==> src/rtl/led_run_sched.sv <==
// Running-light step scheduler: one shared dwell timebase steps N_LED outputs through
// rotate, ping-pong, fill and blink patterns under run/pause/single-step control.
module led_run_sched #(
   parameter int N_LED     = 4,
   parameter int CNT_W     = 16,
   parameter int DWELL_DEF = 250,
   localparam int PW       = $clog2(N_LED)
) (
   input  logic             CLK,
   input  logic             RST,
   input  logic             En,
   input  logic             Clear,
   input  logic             Dir,
   input  logic [1:0]       Mode,
   input  logic [CNT_W-1:0] Dwell_In,
   input  logic             Dwell_Load,
   input  logic             Step_Req,
   output logic [N_LED-1:0] LED_Out,
   output logic             Step_Done,
   output logic             Running,
   output logic [PW-1:0]    Pos
);

   typedef enum logic [1:0] {IDLE, RUN, PAUSE} state_t;
   typedef enum logic [1:0] {
      M_ROTATE = 2'b00,
      M_PING   = 2'b01,
      M_FILL   = 2'b10,
      M_BLINK  = 2'b11
   } mode_t;

   localparam logic [PW-1:0] LAST = PW'(N_LED - 1);

   state_t           state;
   logic [CNT_W-1:0] dwell, cnt, dwell_eff;
   logic [1:0]       mode_q;
   logic             dir_q, blink_q, pp_dir_q;

   logic             boundary, restart, take_step, count_up;
   logic [PW-1:0]    pos_inc, pos_dec, start_pos, nxt_pos;
   logic             nxt_blink, nxt_pp;
   logic [N_LED-1:0] start_led, nxt_led;

   function automatic logic [N_LED-1:0] pattern(input logic [1:0] m, input logic d,
                                                input logic [PW-1:0] p, input logic b);
      logic [N_LED-1:0] v;
      v = '0;
      for (int i = 0; i < N_LED; i++) begin
         case (m)
            M_FILL:  v[i] = d ? (i >= int'(p)) : (i <= int'(p));
            M_BLINK: v[i] = b;
            default: v[i] = (i == int'(p));
         endcase
      end
      return v;
   endfunction

   // NOTE: every signal gets a default at the top of always_comb so no path leaves it
   // unassigned, which would otherwise infer a latch.
   always_comb begin
      dwell_eff = (dwell == '0) ? CNT_W'(1) : dwell;
      boundary  = (cnt == dwell_eff - 1'b1);
      pos_inc   = (Pos == LAST) ? '0 : Pos + 1'b1;
      pos_dec   = (Pos == '0) ? LAST : Pos - 1'b1;
      start_pos = Dir ? LAST : '0;
      start_led = pattern(Mode, Dir, start_pos, 1'b1);
      restart   = (Mode != mode_q) || (Dir != dir_q);
      nxt_pos   = Pos;
      nxt_blink = blink_q;
      nxt_pp    = pp_dir_q;

      // A changed Mode/Dir at a step boundary jumps to the new start instead of advancing.
      if (restart) begin
         nxt_pos   = start_pos;
         nxt_blink = 1'b1;
         nxt_pp    = Dir;
      end else begin
         case (mode_q)
            M_ROTATE, M_FILL: nxt_pos = dir_q ? pos_dec : pos_inc;
            M_PING: begin
               if (!pp_dir_q) begin
                  nxt_pos = (Pos == LAST) ? pos_dec : pos_inc;
                  nxt_pp  = (Pos == LAST);
               end else begin
                  nxt_pos = (Pos == '0) ? pos_inc : pos_dec;
                  nxt_pp  = (Pos != '0);
               end
            end
            default: nxt_blink = ~blink_q;
         endcase
      end
      nxt_led = pattern(Mode, Dir, nxt_pos, nxt_blink);

      // PAUSE with En high behaves as RUN on that edge; RUN with En low still finishes a boundary.
      take_step = 1'b0;
      count_up  = 1'b0;
      case (state)
         RUN: begin
            take_step = boundary;
            count_up  = En && !boundary;
         end
         PAUSE: begin
            if (En) begin
               take_step = boundary;
               count_up  = !boundary;
            end else begin
               take_step = Step_Req;
            end
         end
         default: ;
      endcase
   end

   // NOTE: sequential state uses non-blocking assignments so all registers update from
   // the same pre-edge values regardless of statement order.
   always_ff @(posedge CLK or posedge RST) begin
      if (RST) begin
         state     <= IDLE;
         LED_Out   <= '0;
         Step_Done <= 1'b0;
         Running   <= 1'b0;
         Pos       <= '0;
         dwell     <= CNT_W'(DWELL_DEF);
         cnt       <= '0;
         blink_q   <= 1'b1;
         pp_dir_q  <= 1'b0;
         mode_q    <= 2'b00;
         dir_q     <= 1'b0;
      end else begin
         Step_Done <= 1'b0;
         if (Clear) begin
            state    <= IDLE;
            LED_Out  <= '0;
            Running  <= 1'b0;
            Pos      <= '0;
            cnt      <= '0;
            blink_q  <= 1'b1;
            pp_dir_q <= 1'b0;
            mode_q   <= 2'b00;
            dir_q    <= 1'b0;
         end else if (Dwell_Load) begin
            dwell <= Dwell_In;
            cnt   <= '0;
         end else if (state == IDLE) begin
            if (En) begin
               state    <= RUN;
               Running  <= 1'b1;
               Pos      <= start_pos;
               LED_Out  <= start_led;
               cnt      <= '0;
               mode_q   <= Mode;
               dir_q    <= Dir;
               blink_q  <= 1'b1;
               pp_dir_q <= Dir;
            end
         end else begin
            if (take_step) begin
               Pos       <= nxt_pos;
               LED_Out   <= nxt_led;
               blink_q   <= nxt_blink;
               pp_dir_q  <= nxt_pp;
               mode_q    <= Mode;
               dir_q     <= Dir;
               cnt       <= '0;
               Step_Done <= 1'b1;
            end else if (count_up) begin
               cnt <= cnt + 1'b1;
            end
            state   <= En ? RUN : PAUSE;
            Running <= En;
         end
      end
   end

endmodule
==> config.mk <==
export PLATFORM = sky130hd
export DESIGN_NAME = led_run_sched
export DESIGN_NICKNAME = d
export VERILOG_FILES = /design/src/rtl/led_run_sched.sv
export SDC_FILE = /design/constraint.sdc
export NUM_CORES = 1
export LEC_CHECK = 0
export CAP_MARGIN = 20
export CORE_ASPECT_RATIO = 0.7
export CORE_MARGIN = 3
export CORE_UTILIZATION = 58
export CTS_CLUSTER_SIZE = 10
export DETAILED_ROUTE_END_ITERATION = 7
export GPL_TIMING_DRIVEN = 0
export HOLD_SLACK_MARGIN = 0.06
export PLACE_DENSITY = 0.81
export SYNTH_ARGS = -nofsm -noshare
export SYNTH_HDL_FRONTEND = slang
export SYNTH_SLANG_ARGS = --single-unit
export TNS_END_PERCENT = 100
==> constraint.sdc <==
create_clock -name CLK -period 3.91 [get_ports CLK]
set_input_delay 0.782 -clock CLK [delete_from_list [all_inputs] [get_ports CLK]]
set_output_delay 0.782 -clock CLK [all_outputs]
set_load 0.01 [all_outputs]
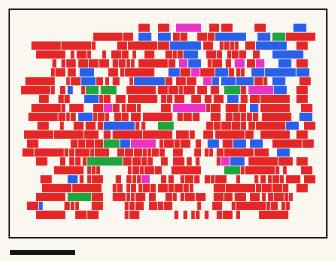
(cell sizes after repair)
Bar = 20 µm.
| color | size | cells | share |
|---|---|---|---|
| green | x6 and larger | 9 | 2.2% |
| magenta | x3 and x4 | 12 | 3.0% |
| blue | x2 | 40 | 9.9% |
| red | x1 and smaller | 343 | 85% |

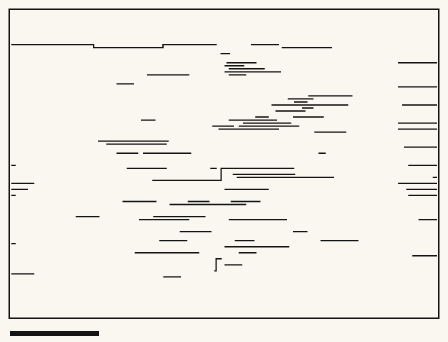
(the metal 3 layer)
Bar = 20 µm.
share of all routed wire: 7.6%
wire length on this layer: 613 µm
main direction: horizontal
nets with wire on the layer: 69
longest straight run: 21.6 µm

==> out/metrics.cfg <==
[sta]
hold-worst-slack_ns=0.526
layout_min_cycle_time_ns=3.75

[floorplan]
chip_area_mm2=0.00669
pin_count=33

[synth]
synth_cells=364
yosys_area_mm2=0.00333
edf_count=0
synthArstFlopShare_pct=100

[layout]
final_nets=436
post-route-cell-area_mm2=0.00387
top_regs=cnt: 16 flops, dwell: 16 flops, LED_Out: 4 flops
mostFrequentLayoutCell=nor2_1
area_growth_pct=16.3

[place]
gp_congestion=0.851
dp_cells=464
placed_cell_area_mm2=0.00371
dpl_worst_slack_ns=-0.138
port_buffers=27

[worst_hold_path]
min_path_cells=1
hold_class=flop to flop

[worst_setup_path]
worst-path-buf-inv=2
reg2reg_depth=14
cp_slowest_cell=a2111o_1
critical_path_class=flop to flop
slowest_delay_ns=0.44
startpoint_type=flop

[clocking]
clk_pin_slew_ns=0.09
cts_root_buf=clkbuf_8

[power_and_ir_drop]
swShare_pct=31.6
clk-power_uw=366
combPwrFrac_pct=24.0
power_mw=1.23
leakage_nw=1.46

[run_status]
status=finished, final reports clean

[drt]
wirelength_um=8020

[grt]
overflow=0

-- cells in the mapped netlist, types with 2 or more instances --
library cell  count
nand4b_1          3
nor4_1           11
nand3b_1          2
a21boi_0          2
dfstp_2           7
mux2i_1           4
nand4_1           4
o211ai_1          4
and4bb_2          4
a41oi_1           2
inv_1            13
o22ai_1           2
nor2b_1           9
o2bb2ai_1         2
ha_1              8
a211oi_1          3
o21ai_0          10
nor4_4            2
nand2b_1          4
nor3_1           13
dfrtp_1          39
nor3_2            2
and4_1            2
a21oi_1          17
or3_1             2
a2111o_1          2
xnor2_1          28
nand3_1           8
mux2_2           15
and3_1            6
o21a_1            2
a31oi_1           4
nand2_1          20
clkbuf_1         15
nor2_1           43
xor2_1            9
buf_6             2
and2_1            4
nor4b_1           3
nor3b_1           4
-- routing by layer --
layer,vias to the layer above,track usage (%),part of all wire (%)
met5,-,0,0
met1,1435,39.8,50
met3,7,3.58,7.6
met4,0,4.67,0.84
li1,1399,-,-
met2,134,32.6,41
-- cell type report --
cell class                      instances  area (µm²)
Multi-Input combinational cell        285        2040
Fill cell                             417        1530
Sequential cell                        46        1160
Timing Repair Buffer                   32         320
Buffer                                 20        95.1
Tap cell                               72        90.1
Clock buffer                            5        68.8
Inverter                               13        48.8
Clock inverter                          3        45.0
-- kinds of logic after synthesis --
kind of cell	after synthesis	share of synthesized area [%]
compound gates	72	16.3
fa+ha+maj	8	3.01
xor+xnor	37	9.74
flops	46	34.9
buf+inv	33	4.33
mux	19	6.28
simple gates	149	25.5
-- what timing repair did --
item,4_1_cts,5_1_grt
pin swaps,2,2
setup buffers,1,3
endpoints found under the setup margin,13,18
gates cloned,0,0
resized,0,5
